Fig. 1: run 1, metal 1
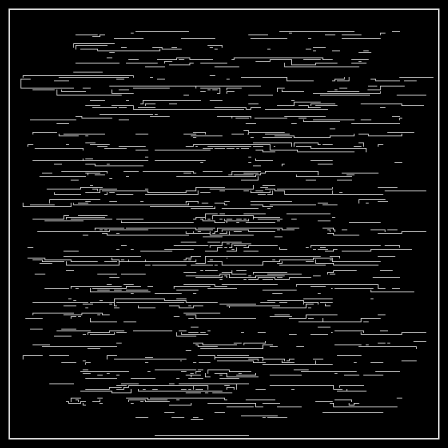
Fig. 2: run 1, M2 wires
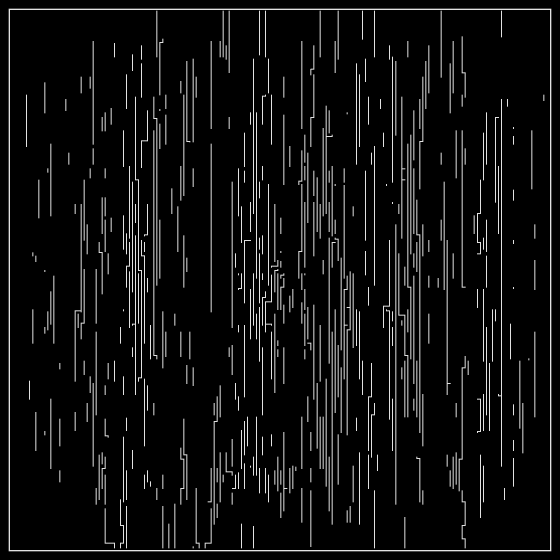
Fig. 3: run 1, metal 3
Bar = 20 um. Cells faint in the background.
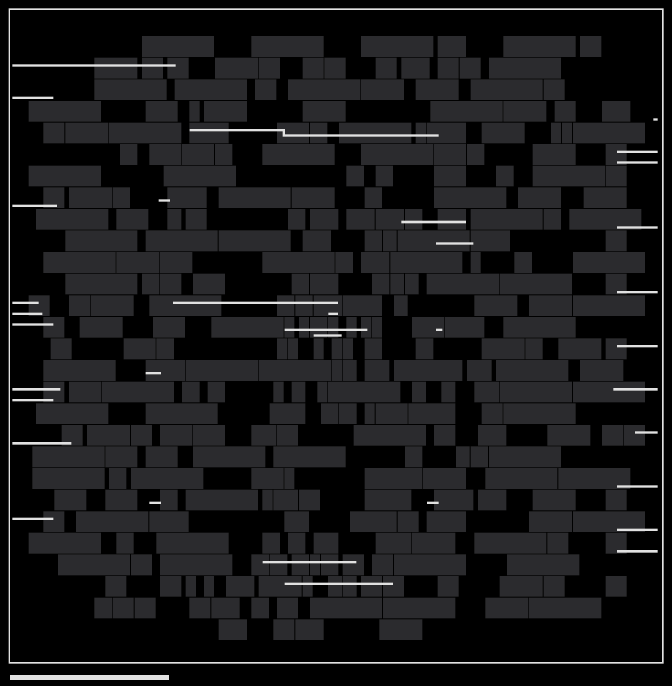
`src/rtl/nios_fprint_oci_dct_pkg.sv`:
```
// Shared constants and FSM encoding for the OCI trace-code packer.
package nios_fprint_oci_dct_pkg;

    // Trace codes per emitted frame and width of a single code.
    localparam int DCT_ENTRIES = 15;
    localparam int DCT_CODE_W  = 2;

    // Session state of the packer.
    typedef enum logic [1:0] {
        ST_RUN    = 2'd0,
        ST_ENDING = 2'd1,
        ST_ENDED  = 2'd2
    } dct_state_e;

endpackage

```
`src/rtl/nios_fprint_processor2_0_cpu2_oci_dct_accum.sv`:
```
// Trace-code accumulator: appends accepted codes at the fill index and is
// cleared when its contents move to the output slot. A code written in the
// clear cycle lands in entry 0 of the emptied accumulator.
module nios_fprint_processor2_0_cpu2_oci_dct_accum #(
    parameter int DCT_ENTRIES = nios_fprint_oci_dct_pkg::DCT_ENTRIES,
    parameter int DCT_CODE_W  = nios_fprint_oci_dct_pkg::DCT_CODE_W,
    parameter int BUF_W       = DCT_ENTRIES * DCT_CODE_W,
    parameter int CNT_W       = $clog2(DCT_ENTRIES + 1)
) (
    input  logic                  clk,
    input  logic                  reset,
    input  logic                  wr_en,
    input  logic [DCT_CODE_W-1:0] wr_code,
    input  logic                  clr,
    output logic [BUF_W-1:0]      acc_buf,
    output logic [CNT_W-1:0]      acc_cnt
);
    import nios_fprint_oci_dct_pkg::*;

    logic [BUF_W-1:0] buf_nxt;
    logic [CNT_W-1:0] cnt_nxt;

    // Next contents: optional clear first, then the new code at the fill index.
    always_comb begin
        buf_nxt = clr ? '0 : acc_buf;
        cnt_nxt = clr ? '0 : acc_cnt;
        if (wr_en) begin
            for (int i = 0; i < DCT_ENTRIES; i++) begin
                if (cnt_nxt == CNT_W'(i)) begin
                    buf_nxt[i*DCT_CODE_W +: DCT_CODE_W] = wr_code;
                end
            end
            cnt_nxt = cnt_nxt + 1'b1;
        end
    end

    // Accumulator registers; unused entries stay zero because clears zero them.
    always_ff @(posedge clk or posedge reset) begin
        if (reset) begin
            acc_buf <= '0;
            acc_cnt <= '0;
        end else begin
            acc_buf <= buf_nxt;
            acc_cnt <= cnt_nxt;
        end
    end

endmodule

```
`src/rtl/nios_fprint_processor2_0_cpu2_oci_dct_packer.sv`:
```
// Packs 2-bit trace codes into 15-entry frames behind a one-deep output slot,
// with flush of partial frames and an end-of-session sequence.
module nios_fprint_processor2_0_cpu2_oci_dct_packer #(
    parameter int DCT_ENTRIES = nios_fprint_oci_dct_pkg::DCT_ENTRIES,
    parameter int DCT_CODE_W  = nios_fprint_oci_dct_pkg::DCT_CODE_W
) (
    input  logic                                  clk,
    input  logic                                  reset,
    input  logic [DCT_CODE_W-1:0]                 code_in,
    input  logic                                  code_valid,
    output logic                                  code_ready,
    input  logic                                  flush,
    input  logic                                  end_req,
    output logic [DCT_ENTRIES*DCT_CODE_W-1:0]     dct_buffer,
    output logic [$clog2(DCT_ENTRIES+1)-1:0]      dct_count,
    output logic                                  frame_valid,
    input  logic                                  out_ready,
    output logic                                  test_ending,
    output logic                                  test_has_ended
);
    import nios_fprint_oci_dct_pkg::*;

    localparam int BUF_W = DCT_ENTRIES * DCT_CODE_W;
    localparam int CNT_W = $clog2(DCT_ENTRIES + 1);
    localparam logic [CNT_W-1:0] FULL_CNT = CNT_W'(DCT_ENTRIES);

    dct_state_e       state, state_nxt;
    logic [BUF_W-1:0] acc_buf;
    logic [CNT_W-1:0] acc_cnt;
    logic             flush_pend, flush_pend_nxt;
    logic             slot_free, transfer, accept, flush_eff, empty_after;

    assign slot_free   = !frame_valid || out_ready;
    assign transfer    = (acc_cnt == FULL_CNT || flush_pend) && (acc_cnt != '0) && slot_free;
    assign code_ready  = (state == ST_RUN) && (acc_cnt != FULL_CNT || transfer);
    assign accept      = code_valid && code_ready;
    assign flush_eff   = (state == ST_RUN) && (flush || end_req);
    // Accumulator holds nothing after this edge: a pending flush has nothing to emit.
    assign empty_after = !accept && (transfer || acc_cnt == '0);

    nios_fprint_processor2_0_cpu2_oci_dct_accum #(
        .DCT_ENTRIES (DCT_ENTRIES),
        .DCT_CODE_W  (DCT_CODE_W),
        .BUF_W       (BUF_W),
        .CNT_W       (CNT_W)
    ) u_accum (
        .clk     (clk),
        .reset   (reset),
        .wr_en   (accept),
        .wr_code (code_in),
        .clr     (transfer),
        .acc_buf (acc_buf),
        .acc_cnt (acc_cnt)
    );

    // Pending-flush bookkeeping: set by flush/end, cleared by transfer or emptiness.
    always_comb begin
        flush_pend_nxt = transfer ? 1'b0 : flush_pend;
        if (flush_eff) begin
            flush_pend_nxt = 1'b1;
        end
        if (empty_after) begin
            flush_pend_nxt = 1'b0;
        end
    end

    // Session FSM next state and status outputs.
    always_comb begin
        state_nxt      = state;
        test_ending    = 1'b0;
        test_has_ended = 1'b0;
        case (state)
            ST_RUN: begin
                if (end_req) begin
                    state_nxt = ST_ENDING;
                end
            end
            ST_ENDING: begin
                test_ending = 1'b1;
                if (acc_cnt == '0 && !frame_valid) begin
                    state_nxt = ST_ENDED;
                end
            end
            ST_ENDED: begin
                test_has_ended = 1'b1;
            end
            default: begin
                state_nxt = ST_RUN;
            end
        endcase
    end

    // Control registers: session state and pending flush.
    always_ff @(posedge clk or posedge reset) begin
        if (reset) begin
            state      <= ST_RUN;
            flush_pend <= 1'b0;
        end else begin
            state      <= state_nxt;
            flush_pend <= flush_pend_nxt;
        end
    end

    // One-deep output slot: load on transfer, drop valid once the sink takes it.
    always_ff @(posedge clk or posedge reset) begin
        if (reset) begin
            frame_valid <= 1'b0;
            dct_buffer  <= '0;
            dct_count   <= '0;
        end else if (transfer) begin
            frame_valid <= 1'b1;
            dct_buffer  <= acc_buf;
            dct_count   <= acc_cnt;
        end else if (out_ready) begin
            frame_valid <= 1'b0;
        end
    end

endmodule

```
`config.mk`:
```
export PLATFORM = sky130hd
export DESIGN_NAME = nios_fprint_processor2_0_cpu2_oci_dct_packer
export DESIGN_NICKNAME = d
export VERILOG_FILES = /design/src/rtl/nios_fprint_oci_dct_pkg.sv /design/src/rtl/nios_fprint_processor2_0_cpu2_oci_dct_accum.sv /design/src/rtl/nios_fprint_processor2_0_cpu2_oci_dct_packer.sv
export SDC_FILE = /design/constraint.sdc
export NUM_CORES = 1
export LEC_CHECK = 0
export CORE_MARGIN = 2
export CORE_UTILIZATION = 54
export DETAILED_ROUTE_END_ITERATION = 8
export PLACE_DENSITY_LB_ADDON = 0.05
export SYNTH_ARGS = -nofsm -noshare
export SYNTH_HDL_FRONTEND = slang
export SYNTH_HIERARCHICAL = 1
export SYNTH_SLANG_ARGS = --single-unit
```
`constraint.sdc`:
```
create_clock -name clk -period 2.9 [get_ports clk]
set_input_delay 0.29 -clock clk [delete_from_list [all_inputs] [get_ports clk]]
set_output_delay 0.29 -clock clk [all_outputs]
set_load 0.1 [all_outputs]
```
==> results.json, run 1 <==
{
  "cts_tree": "built",
  "slew_violations": 0,
  "wl_per_cell_um": 16.3,
  "drt_first_pass_iters": 4,
  "dieArea_mm2": 0.00674,
  "grt_max_degree": 54,
  "cts_sinks": 72,
  "tool_warnings": 26,
  "fin_crit_ps": 2430,
  "dp_hpwl_mm": 4.17,
  "fillers": 476,
  "syn-num-nets": 250,
  "stdcell_area_mm2": 0.00393,
  "antenna_cells": 0,
  "worst_hold_path_type": "input port to asynchronous set/reset pin",
  "crit_path_max_incr_delay_ps": 650,
  "avgSynthCellArea_um2": 13.6,
  "crit_family": "simple AND/OR/NAND/NOR gates",
  "syn-instance-count": 242,
  "cts-htree-levels": 3,
  "floorplan.core_util": 0.557,
  "ys_chip_area_mm2": 0.00330,
  "setup_viol": 0,
  "area_growth_pct": 19.1,
  "outcome": "finished clean",
  "yosysUniqueCellTypes": 42,
  "final_cell_mix": "dfrtp_1 (72), buf_4 (46), mux2_4 (31)",
  "core_region_area_mm2": 0.00592,
  "numCtsBuffers": 9,
  "worstPathCellList": "a41oi_2 -> nor3_4 -> buf_12 -> and4bb_1 -> nand2_1 -> mux2_2",
  "edf_count": 0,
  "drcViolationCount": 0,
  "clock.fmax_mhz": 411,
  "hold_viol": 0,
  "overflow": 0,
  "worstPathMaxFanout": 53,
  "nNetsFinal": 303,
  "cts-resized-gates": 0,
  "fin_tns_setup_ps": 0,
  "synthArstFlopShare": 1.00,
  "antenna_found_initial": 0,
  "place_inst": 359,
  "critical_path_class": "flip-flop to flip-flop",
  "pin_count": 46,
  "drive_gt1_frac": 0.397,
  "grt_setup_unrepaired": "false",
  "drt_iter0_markers": 133,
  "routabilityCongestion": 0.773,
  "yosys_warnings": 6,
  "root_buffer": "clkbuf_8",
  "grt_pass1_vias": 2049,
  "synth_top_area_share": 0.547,
  "via_per_inst": 5.32,
  "netlist_top_cells_area": "dfrtp_1 (55%), mux2_4 (14%), mux2_2 (6.5%)",
  "ant_nets": 0,
  "slew_headroom": 0.457,
  "clock.latency.late_pin_ps": 340,
  "skew_ps": 7.92,
  "grt_usage": 0.207,
  "die_x_um": 82.1,
  "clkTransAtPathRegs_ps": 70,
  "worst_hold_slack_ps": 413,
  "lay_top_count": "dfrtp_1",
  "rows": 28,
  "finalNonFillerCells": 375,
  "maxCapViolations": 0,
  "critPathBufInv": 1,
  "ys_ff": 72,
  "cts_buffer_depth": 2,
  "hold_buffers": 0,
  "critPathRequiredTime_ps": 3120,
  "ys_seq_share": 0.547,
  "end_kind": "flip-flop",
  "die_h_um": 82.1,
  "grt_pass1_wl_mm": 10.3,
  "top_area_cell": "dfrtp_1",
  "arrival_ps": 2650,
  "period_used_share": 0.839,
  "tightest_slew_ps": 813,
  "ys_cells": 242,
  "cpMaxStageDelayCell": "dfrtp_1",
  "post_cts_buffers": 0,
  "place_area_mm2": 0.00376,
  "syn_area_mm2": 0.00330,
  "portBuffers": 45,
  "flop_cell": "dfrtp_1",
  "cp-start-kind": "flip-flop"
}
## Picture notes: Fig. 1
longest straight run: 29.0 um
share of all routed wire: 48%
vias: 1,994
GR Util met1: 0.287
total wire length: 6.10 mm

## Picture notes: Fig. 2
wire length on this layer: 2,810 um
main direction: vertical
nets with wire on the layer: 270
Global Route met2 Usage: 0.317

## Picture notes: Fig. 3
wire length on this layer: 220 um
share of all routed wire: 3.6%

## run 1: per-layer routing
layer	GRT usage	up-vias	routed length, um
li1	-	965	-
met1	0.287	976	2960
met2	0.317	44	2810
met3	0.0435	9	219
met4	0.0900	0	114
met5	0	-	0
## run 1: synthesized netlist by cell type (2+ instances only)
library cell and n:
buf_2 4, a21oi_1 7, nor4_1 2, and3_1 3, o21ai_0 2, a211oi_1 3
mux2_4 31, clkbuf_1 5, nor2_1 7, mux2i_1 8, a22o_1 2, buf_6 3
a32o_1 2, mux2_2 19, dfrtp_1 72, nand2b_1 11, and2b_1 2, inv_1 2
xnor2_1 2, or3_1 2, nor2b_1 19, nand2_1 14
## run 1: kinds of logic (layout without fill, tap and decap cells)
| group | count (synthesis) | after routing | share of synthesized area |
|---|---|---|---|
| AND/OR/NAND/NOR | 73 | 73 | 0.142 |
| flip-flops | 72 | 72 | 0.547 |
| multiplexers | 58 | 58 | 0.230 |
| AND-OR/OR-AND | 22 | 22 | 0.0482 |
| buffers and inverters | 14 | 72 | 0.0243 |
| XOR/XNOR | 3 | 3 | 0.00797 |
## run 1: path summary, 6_finish.rpt
check	startpoint	slack, ps	cells past startpoint	endpoint
setup reg to reg	u_accum/acc_cnt[0]	470	6	u_accum/acc_buf[18]
hold reg to reg	u_accum/acc_buf[13]	490	1	dct_buffer[13]
setup / recovery	u_accum/acc_cnt[0]	470	6	u_accum/acc_buf[18]
max in group asynchronous	reset	1820	3	u_accum/acc_buf[19]
min in group clk	u_accum/acc_buf[13]	490	1	dct_buffer[13]
hold / removal	reset	410	3	dct_buffer[23]
## run 1: tightest hold or removal path, delay by kind of cell
| family | cells | cell delay, ps |
|---|---|---|
| buffers and inverters | 3 | 900 |
## run 1: per-stage QoR
step / setup slack (ps) / utilization
after floorplan: 82.2 / -
after global placement: 527 / 0.635
after detailed placement: 468 / 0.635
after CTS: 455 / 0.663
after global routing: 321 / 0.663
final: 467 / 0.663
## run 1: flip-flops by register name, indices dropped and copies added, names as in the netlist
name / flops
u_accum/acc_cnt: 4
state: 2
dct_buffer: 30
flush_pend: 1
dct_count: 4
u_accum/acc_buf: 30
frame_valid: 1
## run 1: layout make-up
type | count | area (um2) | area share
well taps | 75 | 93.8 | 0.0239
inverters | 2 | 7.51 | 0.00191
clock buffers | 13 | 149 | 0.0379
multi-input cells | 156 | 1420 | 0.362
clock inverters | 3 | 17.5 | 0.00446
repair buffers | 54 | 435 | 0.111
flip-flops and latches | 72 | 1800 | 0.459
Fig. 4: run 1, sequential cells coloured by netlist name
Bar = 20 um. Other sequential cells in the stronger grey, the rest of the logic in the fainter grey.
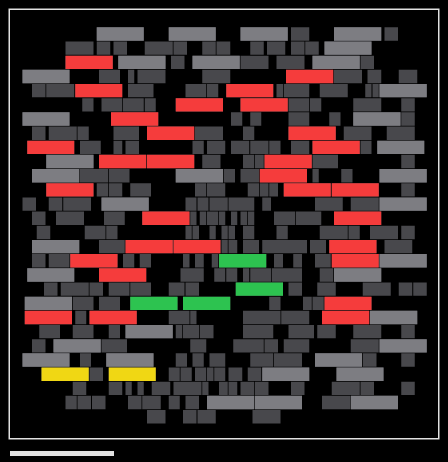

==> run 2: changes to the inputs <==
Settings changed: CORE_UTILIZATION 54 to 49.
Clock period 2.9 ns to 2.1 ns, I/O delays scaled along.
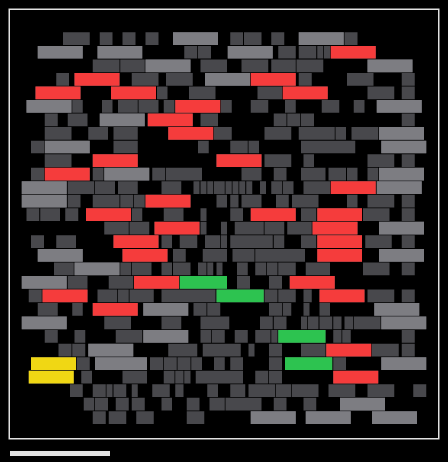
Fig. 5. Sequential cells coloured by netlist name (run 2).
Bar = 20 um. Other sequential cells in the stronger grey, the rest of the logic in the fainter grey.
[yellow] state | sequential cells: 2
[green] u_accum/acc_cnt | sequential cells: 4
[red] u_accum/acc_buf | sequential cells: 30
not coloured: 36

==> results.json, run 2 <==
{
  "area_growth_pct": 29.7,
  "die_x_um": 86.0,
  "grt_pass1_vias": 2078,
  "synthArstFlopShare": 1.00,
  "combGateArea_mm2": 0.00148,
  "drive_gt1_frac": 0.474,
  "dr.max_layer_used": "met4",
  "reg_top3": "dct_buffer x30, u_accum/acc_buf x30",
  "top_area_cell": "dfrtp_1",
  "clock.latency.late_pin_ps": 340,
  "ant_nets": 0,
  "via_per_inst": 5.20,
  "finalNonFillerCells": 400,
  "portBuffers": 45,
  "grt_pass1_wl_mm": 10.5,
  "antenna_cells": 0,
  "fin_ws_ps": 77.0,
  "syn_area_mm2": 0.00330,
  "via_count": 2081,
  "dr_wl_met2_mm": 2.88,
  "lay_top_count": "dfrtp_1",
  "tightest_slew_ps": 611,
  "maxCapViolations": 0,
  "setup_viol": 0,
  "grt_usage": 0.185,
  "top_cell": "dfrtp_1",
  "core_region_area_mm2": 0.00642,
  "place_inst": 379,
  "hold_buffers": 0,
  "cp-start-kind": "flip-flop",
  "fin_tns_setup_ps": 0,
  "cts_buffer_depth": 2,
  "yosys_warnings": 6,
  "slew_violations": 0,
  "synth_top_area_share": 0.547,
  "worstPathMaxFanout": 6,
  "clock.fmax_mhz": 494,
  "arrival_ps": 2240,
  "ys_ff": 72,
  "flop_cell": "dfrtp_1",
  "ys_chip_area_mm2": 0.00330,
  "nNetsFinal": 326,
  "numCtsBuffers": 9,
  "clkTransAtPathRegs_ps": 70,
  "dp_hpwl_mm": 4.52,
  "ys_cells": 242,
  "critical_path_class": "flip-flop to flip-flop",
  "final_cell_mix": "dfrtp_1 (67), buf_4 (66), mux2_4 (33)",
  "hold_viol": 0,
  "overflow": 0,
  "skew_ps": 12.6,
  "wl_per_cell_um": 15.8,
  "grt_max_degree": 21,
  "yosys-top-cells-count": "dfrtp_1 (72), mux2_4 (31), mux2_2 (19), nor2b_1 (19), nand2_1 (14)",
  "die_h_um": 86.0,
  "antenna_found_initial": 0,
  "worst_hold_path_type": "input port to asynchronous set/reset pin",
  "routabilityCongestion": 0.858,
  "dieArea_mm2": 0.00740,
  "critPathRequiredTime_ps": 2320,
  "netlist_top_cells_area": "dfrtp_1 (55%), mux2_4 (14%), mux2_2 (6.5%)",
  "avgSynthCellArea_um2": 13.6,
  "period_used_share": 0.963,
  "wl_mm": 6.33,
  "drt_first_pass_iters": 4,
  "fin_crit_ps": 2020,
  "ys_seq_share": 0.547,
  "grt_setup_unrepaired": "true",
  "drt-met1-wl_mm": 3.13,
  "fillers": 514,
  "yosysUniqueCellTypes": 42,
  "root_buffer": "clkbuf_8",
  "tool_warnings": 28,
  "drt_iter0_markers": 60,
  "drcViolationCount": 0,
  "regArea_mm2": 0.00181,
  "wl_met3_um": 233,
  "rows": 29,
  "syn-instance-count": 242,
  "cts-htree-levels": 3,
  "cts_tree": "built",
  "edf_count": 0,
  "cts_sinks": 72,
  "syn-num-nets": 250,
  "slew_headroom": 0.592,
  "pin_count": 46,
  "outcome": "finished clean",
  "dp_slack_ps": -29.6,
  "floorplan.core_util": 0.513,
  "end_kind": "flip-flop"
}
[run 2: path summary, 6_finish.rpt]
| kind | depth (start not counted) | from | end | slack, ps |
|---|---|---|---|---|
| min in group clk | 1 | u_accum/acc_buf[4] | dct_buffer[4] | 510 |
| max in group asynchronous | 3 | reset | dct_buffer[28] | 1200 |
| worst max register to register | 6 | u_accum/acc_cnt[3] | u_accum/acc_buf[24] | 80 |
| worst min-delay path | 2 | reset | u_accum/acc_buf[22] | 270 |
| worst max-delay path | 6 | u_accum/acc_cnt[3] | u_accum/acc_buf[24] | 80 |
| worst min register to register | 1 | u_accum/acc_buf[4] | dct_buffer[4] | 510 |
[run 2: area by class of cell]
type | count | share of cell area
clock buffers | 14 | 0.0428
clock inverters | 2 | 0.0141
inverters | 2 | 0.00176
multi-input cells | 156 | 0.346
flip-flops and latches | 72 | 0.424
well taps | 77 | 0.0225
repair buffers | 77 | 0.149
[run 2: timing repair]
action                                  CTS  global route
hold endpoints to repair                  0             0
endpoints found under the setup margin    1             9
buffers inserted                          0             5
gates resized                             1             4
pin swaps                                 0             4
[run 2: logic make-up after synthesis]
| family | after synthesis | share of synthesized area |
|---|---|---|
| AND/OR/NAND/NOR | 73 | 0.142 |
| multiplexers | 58 | 0.230 |
| XOR/XNOR | 3 | 0.00797 |
| flip-flops | 72 | 0.547 |
| AND-OR/OR-AND | 22 | 0.0482 |
| buffers and inverters | 14 | 0.0243 |
[run 2: layer usage]
metal,global-route usage,up-vias
met4,0.0823,0
met1,0.272,1033
li1,-,1001
met3,0.0366,7
met5,0,-
met2,0.265,40
[run 2: worst max-delay path, cell delays in order (launching register included)]
cell     delay (ps)
dfrtp_2         440
nor4_4          350
nor3_4           90
buf_6           140
nor4b_4         330
and3_4          250
mux2_4          300
[run 2: through the flow]
step | hold slack, ps | utilization | area, um2
2_1_floorplan | 351 | - | 3360
3_3_place_gp | 483 | 0.618 | 3970
3_5_place_dp | 486 | 0.618 | 3970
4_1_cts | 266 | 0.656 | 4210
5_1_grt | 332 | 0.665 | 4270
6_report | 265 | 0.665 | 4270
